$ cat src/rtl/uart_rx.sv
// 8N1 UART receiver with OVERSAMPLE clocks per bit; received bytes appear on rdata the cycle after the stop-bit sample.
// rdata_valid/rdata_ready handshake; a full buffer drops new bytes and pulses overrun. Define UART_RX_FIFO_EN to get a 4-entry FIFO instead of one holding register.
module uart_rx #(
  parameter int OVERSAMPLE = 16
) (
  input  logic       clk,
  input  logic       rst,
  input  logic       rx,
  output logic [7:0] rdata,
  output logic       rdata_valid,
  input  logic       rdata_ready,
  output logic       frame_err,
  output logic       overrun
);

  localparam int CW = $clog2(OVERSAMPLE);
  localparam logic [CW-1:0] LAST = CW'(OVERSAMPLE - 1);
  localparam logic [CW-1:0] MID  = CW'(OVERSAMPLE / 2 - 1);

  typedef enum logic [2:0] {IDLE, START, DATA, STOP, BREAK} state_t;

  state_t        state;
  logic [CW-1:0] cnt;
  logic [2:0]    bit_idx;
  logic [7:0]    shift;
  logic          rx_meta;
  logic          rxs;

  logic stop_tick;
  logic push;
  logic pop;
  logic full;
  logic accept;

  assign stop_tick = (state == STOP) && (cnt == LAST);
  assign push      = stop_tick && rxs;
  assign pop       = rdata_valid && rdata_ready;
  // A pop in the same cycle frees the slot, so a full buffer can still take the byte.
  assign accept    = push && (!full || pop);

  always_ff @(posedge clk) begin
    if (rst) begin
      state     <= IDLE;
      cnt       <= '0;
      bit_idx   <= '0;
      shift     <= '0;
      rx_meta   <= 1'b1;
      rxs       <= 1'b1;
      frame_err <= 1'b0;
      overrun   <= 1'b0;
    end else begin
      rx_meta   <= rx;
      rxs       <= rx_meta;
      frame_err <= stop_tick && !rxs;
      overrun   <= push && full && !pop;
      case (state)
        IDLE: begin
          if (!rxs) begin
            cnt   <= '0;
            state <= START;
          end
        end
        START: begin
          if (cnt == MID) begin
            cnt     <= '0;
            bit_idx <= '0;
            state   <= rxs ? IDLE : DATA;
          end else begin
            cnt <= cnt + 1'b1;
          end
        end
        DATA: begin
          if (cnt == LAST) begin
            cnt            <= '0;
            shift[bit_idx] <= rxs;
            if (bit_idx == 3'd7) state <= STOP;
            else bit_idx <= bit_idx + 1'b1;
          end else begin
            cnt <= cnt + 1'b1;
          end
        end
        STOP: begin
          if (cnt == LAST) begin
            cnt   <= '0;
            state <= rxs ? IDLE : BREAK;
          end else begin
            cnt <= cnt + 1'b1;
          end
        end
        BREAK: begin
          if (rxs) state <= IDLE;
        end
        default: state <= IDLE;
      endcase
    end
  end

`ifdef UART_RX_FIFO_EN
  logic [7:0] mem [4];
  logic [1:0] wr_ptr;
  logic [1:0] rd_ptr;
  logic [2:0] count;

  assign full        = (count == 3'd4);
  assign rdata_valid = (count != 3'd0);
  assign rdata       = mem[rd_ptr];

  always_ff @(posedge clk) begin
    if (rst) begin
      wr_ptr <= '0;
      rd_ptr <= '0;
      count  <= '0;
      for (int i = 0; i < 4; i++) mem[i] <= '0;
    end else begin
      if (accept) begin
        mem[wr_ptr] <= shift;
        wr_ptr      <= wr_ptr + 1'b1;
      end
      if (pop) rd_ptr <= rd_ptr + 1'b1;
      count <= count + {2'b00, accept} - {2'b00, pop};
    end
  end
`else
  assign full = rdata_valid;

  always_ff @(posedge clk) begin
    if (rst) begin
      rdata       <= '0;
      rdata_valid <= 1'b0;
    end else if (accept) begin
      rdata       <= shift;
      rdata_valid <= 1'b1;
    end else if (pop) begin
      rdata_valid <= 1'b0;
    end
  end
`endif

endmodule
$ cat config.mk
export PLATFORM = sky130hd
export DESIGN_NAME = uart_rx
export DESIGN_NICKNAME = d
export VERILOG_FILES = /design/src/rtl/uart_rx.sv
export SDC_FILE = /design/constraint.sdc
export NUM_CORES = 1
export LEC_CHECK = 0
export ABC_CLOCK_PERIOD_IN_PS = 1800
export CAP_MARGIN = 20
export CORE_ASPECT_RATIO = 1.5
export CORE_UTILIZATION = 51
export DETAILED_ROUTE_END_ITERATION = 16
export PLACE_DENSITY_LB_ADDON = 0.15
export SLEW_MARGIN = 20
export SYNTH_ARGS = -nofsm -noshare
export SYNTH_HDL_FRONTEND = slang
export SYNTH_SLANG_ARGS = --single-unit
$ cat constraint.sdc
create_clock -name clk -period 1.8 [get_ports clk]
set_input_delay 0.36 -clock clk [delete_from_list [all_inputs] [get_ports clk]]
set_output_delay 0.36 -clock clk [all_outputs]
set_load 0.1 [all_outputs]
**Run 1: metal 2**

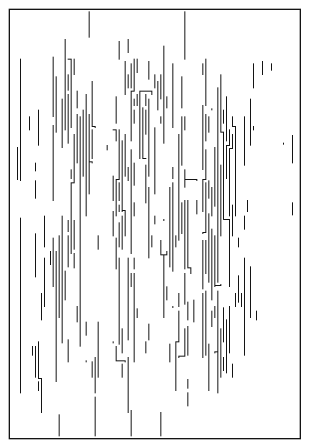
share of all routed wire: 50%
longest straight run: 35.4 um
wire length on this layer: 1,260 um
main direction: vertical

**Run 1: cell sizes after repair**

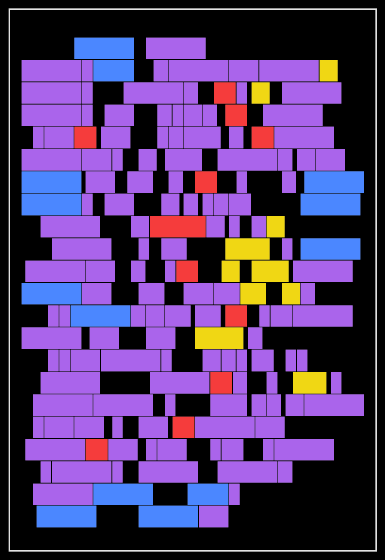
legend:
  blue:
    size: _6 and larger
    cells: 13
    share: 7.9%
  red:
    size: _3 and _4 cells
    cells: 11
    share: 6.7%
  yellow:
    size: _2 cells
    cells: 10
    share: 6.1%
  purple:
    size: _0 and _1 cells
    cells: 130
    share: 79%

==> flow_summary.json, run 1 <==
{
  "synth.distinct_cells": 36,
  "max_slew_margin_pct": 72.3,
  "hold_class": "flip-flop to flip-flop",
  "grt_pass1_vias": 1066,
  "yosysWarnings": 0,
  "overflow": 0,
  "seq_area_sq_um": 621,
  "warnings": 26,
  "rows": 22,
  "clock_path_buffers": 2,
  "clock_skew_ns": 0.00435,
  "ir_drop_uv": 617,
  "seq_share_pct": 36.0,
  "wl_met1_um": 1080,
  "hold_depth": 1,
  "syn_inst": 147,
  "wl_um": 2510,
  "grt_usage_pct": 20.9,
  "status": "finished, final reports clean",
  "viasPerCell": 5.32,
  "fp.dieW_um": 44.6,
  "r2r-start": "cnt[0]",
  "worstHoldStart": "rx_meta",
  "ys_area_sq_um": 1390,
  "fin_ws_ns": 0.132,
  "highest_layer": "met4",
  "ys_sh_xor_pct": 1.17,
  "initial_core_util_pct": 55.4,
  "worst_pin_slew_ns": 0.414,
  "area_growth_pct": 24.3,
  "cp_cell_sequence": "ha_1 > nand4b_1 > nor3b_2 > buf_4 > mux2i_1 > nor2_1",
  "ios": 15,
  "max_cap_violations": 0,
  "comb_cells": 104,
  "r2r-end": "rdata[6]",
  "cpLargestDelayFamily": "simple AND/OR/NAND/NOR gates",
  "hold_buffers": 0,
  "end_kind": "flip-flop",
  "period_minus_slack_ns": 1.67,
  "route.detailed.drc": 0,
  "finalNonFillerCells": 200
}
**Run 1: routing congestion**

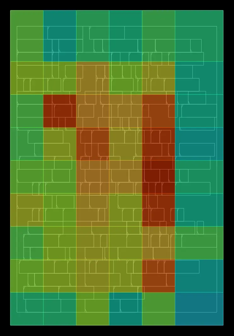
Avg WL per Cell: 12.5 um
GR peak layer: met2

**Run 1: routed metal per tile**

Scale bar: 10 um. The die is cut into 9 by 13 equal tiles; dark blue is low, red is high, scaled to the fullest tile. Values are wire area over tile area, all layers added.
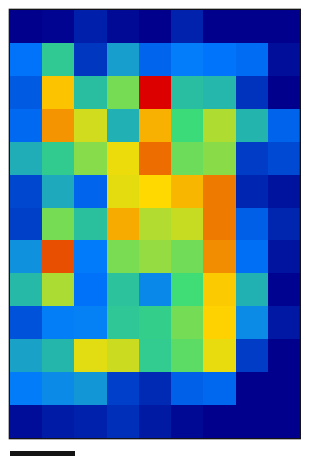
tiles over half the peak: 30%
fullest tile: 0.39
mean over tiles: 0.14

==> run 1: synth_stat cells, types with 2 or more instances <==
| cell | number |
|---|---|
| dfxtp_1 | 31 |
| nor2_1 | 26 |
| mux2i_1 | 17 |
| a21oi_1 | 9 |
| nand3_1 | 9 |
| nand2_1 | 6 |
| or2_2 | 4 |
| buf_2 | 3 |
| clkbuf_1 | 3 |
| ha_1 | 3 |
| nand2b_1 | 3 |
| nand4_1 | 3 |
| nand4b_1 | 3 |
| buf_4 | 2 |
| buf_6 | 2 |
| inv_1 | 2 |
| nor3_1 | 2 |
==> run 1: layer usage <==
layer,track usage [%],vias up
met5,0,-
met4,12.9,0
met3,6.83,9
met2,35.1,18
met1,21.7,492
li1,-,544
==> run 1: layout by cell type (no fill, tap or decap), drive strengths merged, types with 2 or more instances in the layout <==
cell / instances
clkdlybuf4s50: 3
nor3b: 2
nand4: 3
clkbuf: 8
nand2: 6
nor2: 27
nor3: 2
ha: 3
nand2b: 3
inv: 2
dfxtp: 31
nand4b: 3
or2: 4
buf: 16
nand3: 9
mux2i: 17
a21oi: 9
==> run 1: power by group <==
| part | leakage, nW | switching [mW] | internal [mW] |
|---|---|---|---|
| Combinational | 0.356 | 0.0187 | 0.0162 |
| Sequential | 0.250 | 0.00466 | 0.689 |
| Clock | 0.0386 | 0.224 | 0.230 |
==> run 1: registers in the layout (all words and copies together) (netlist names) <==
register,flops
rdata,8
bit_idx,3
overrun,1
frame_err,1
rx_meta,1
rdata_valid,1
shift,8
rxs,1
cnt,4
state,3
==> run 1: worst reg2reg max path: stages (launching register included) <==
cell and delay, ns:
dfxtp_1 0.38, ha_1 0.24, nand4b_1 0.20, nor3b_2 0.25
buf_4 0.22, mux2i_1 0.22, nor2_1 0.05
--- run 2 (diff from run 1) ---
- ABC_CLOCK_PERIOD_IN_PS: 1800 -> 1500
- CORE_UTILIZATION: 51 -> 49
- clock period: 1.8 -> 1.5 ns (I/O delays scaled with it)
==> flow_summary.json, run 2 <==
{
  "ys_sh_xor_pct": 1.17,
  "wl_um": 2990,
  "area_growth_pct": 37.3,
  "worst_pin_slew_ns": 0.363,
  "ys_area_sq_um": 1390,
  "p_seq_share_pct": 55.1,
  "route.detailed.drc": 0,
  "p_sw_mw": 0.329,
  "ir_drop_uv": 801,
  "grt_pass1_vias": 1125,
  "clock_power_mw": 0.621,
  "overflow": 0,
  "p_sw_share_pct": 21.8,
  "power_sequential_mw": 0.830,
  "viasPerCell": 5.29,
  "fp.dieW_um": 45.5,
  "comb-power_mw": 0.0546,
  "lay_top_cells": "26 x nor2_1, 26 x dfxtp_1, 21 x buf_4",
  "p_comb_share_pct": 3.6,
  "r2r-end": "rdata[1]",
  "status": "finished, final reports clean",
  "warnings": 28,
  "cpLargestDelayFamily": "simple AND/OR/NAND/NOR gates",
  "clock_skew_ns": 0.00540
}
-- run 2: area by class of cell --
cell class / count / area, sq um
clock inverters: 1 / 5.00
multi-input cells: 104 / 722
well taps: 37 / 46.3
repair buffers: 36 / 419
clock buffers: 7 / 76.3
flip-flops and latches: 31 / 629
inverters: 2 / 7.51
fillers: 209 / 771
-- run 2: logic make-up after synthesis --
kind of cell	after synthesis
adders and majority gates	3
muxes	17
DFF	31
AOI/OAI and AO/OA	15
xor gates and xnor gates	1
buffers and inverters	12
and+or+nand+nor	68
-- run 2: metrics by stage --
step	utilization, %	instances	worst slack, ns
2_1_floorplan	-	147	0.0175
3_3_place_gp	65.9	207	-0.127
3_5_place_dp	65.9	207	-0.133
4_1_cts	69.9	215	-0.00425
5_1_grt	71.2	218	-0.103
6_report	71.2	218	0.00614
-- run 2: worst register-to-register path, stage by stage, from the launching register on --
cell	delay, ns
dfxtp_2	0.36
ha_4	0.16
nand4b_1	0.17
nor3b_2	0.22
buf_6	0.18
mux2i_1	0.23
nor2_1	0.06
-- run 2: routing by layer --
layer	GRT usage (%)	vias up
li1	-	580
met2	38.9	24
met4	15.5	0
met3	5.88	10
met1	24.4	539
met5	0	-
-- run 2: timing repair --
item                       in CTS  in global routing
resized                         6                  5
setup buffers                   0                  3
setup endpoints to repair      13                 20
pin swaps                       2                  2
-- run 2: how the worst max path moves through the flow --
stage / slack, ns / start / cells after the start / to
3_5_place_dp: -0.13 / rdata_ready / 6 / rdata[4]
4_1_cts: -0.004 / cnt[0] / 6 / rdata[1]
6_report: 0.006 / cnt[1] / 6 / rdata[1]
3_3_place_gp: -0.13 / rdata_ready / 6 / rdata[7]
5_1_grt: -0.10 / cnt[1] / 6 / rdata[1]
2_1_floorplan: 0.02 / cnt[0] / 6 / rdata[7]
**Run 2: metal 1**

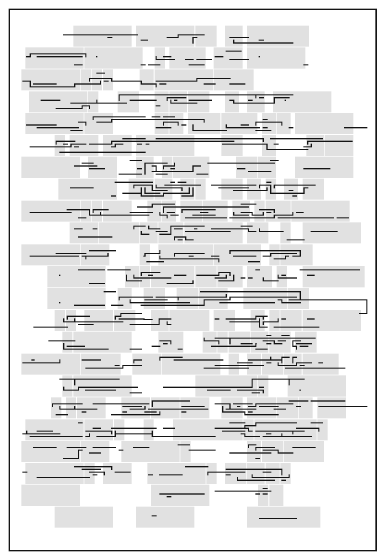
main direction: horizontal
wire length on this layer: 1,210 um
nets with wire on the layer: 174
longest straight run: 21.6 um

**Run 2: metal 2**

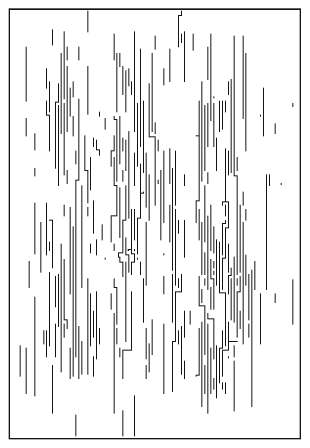
main direction: vertical
nets with wire on the layer: 166

Power is estimated from default activity; no workload was simulated.
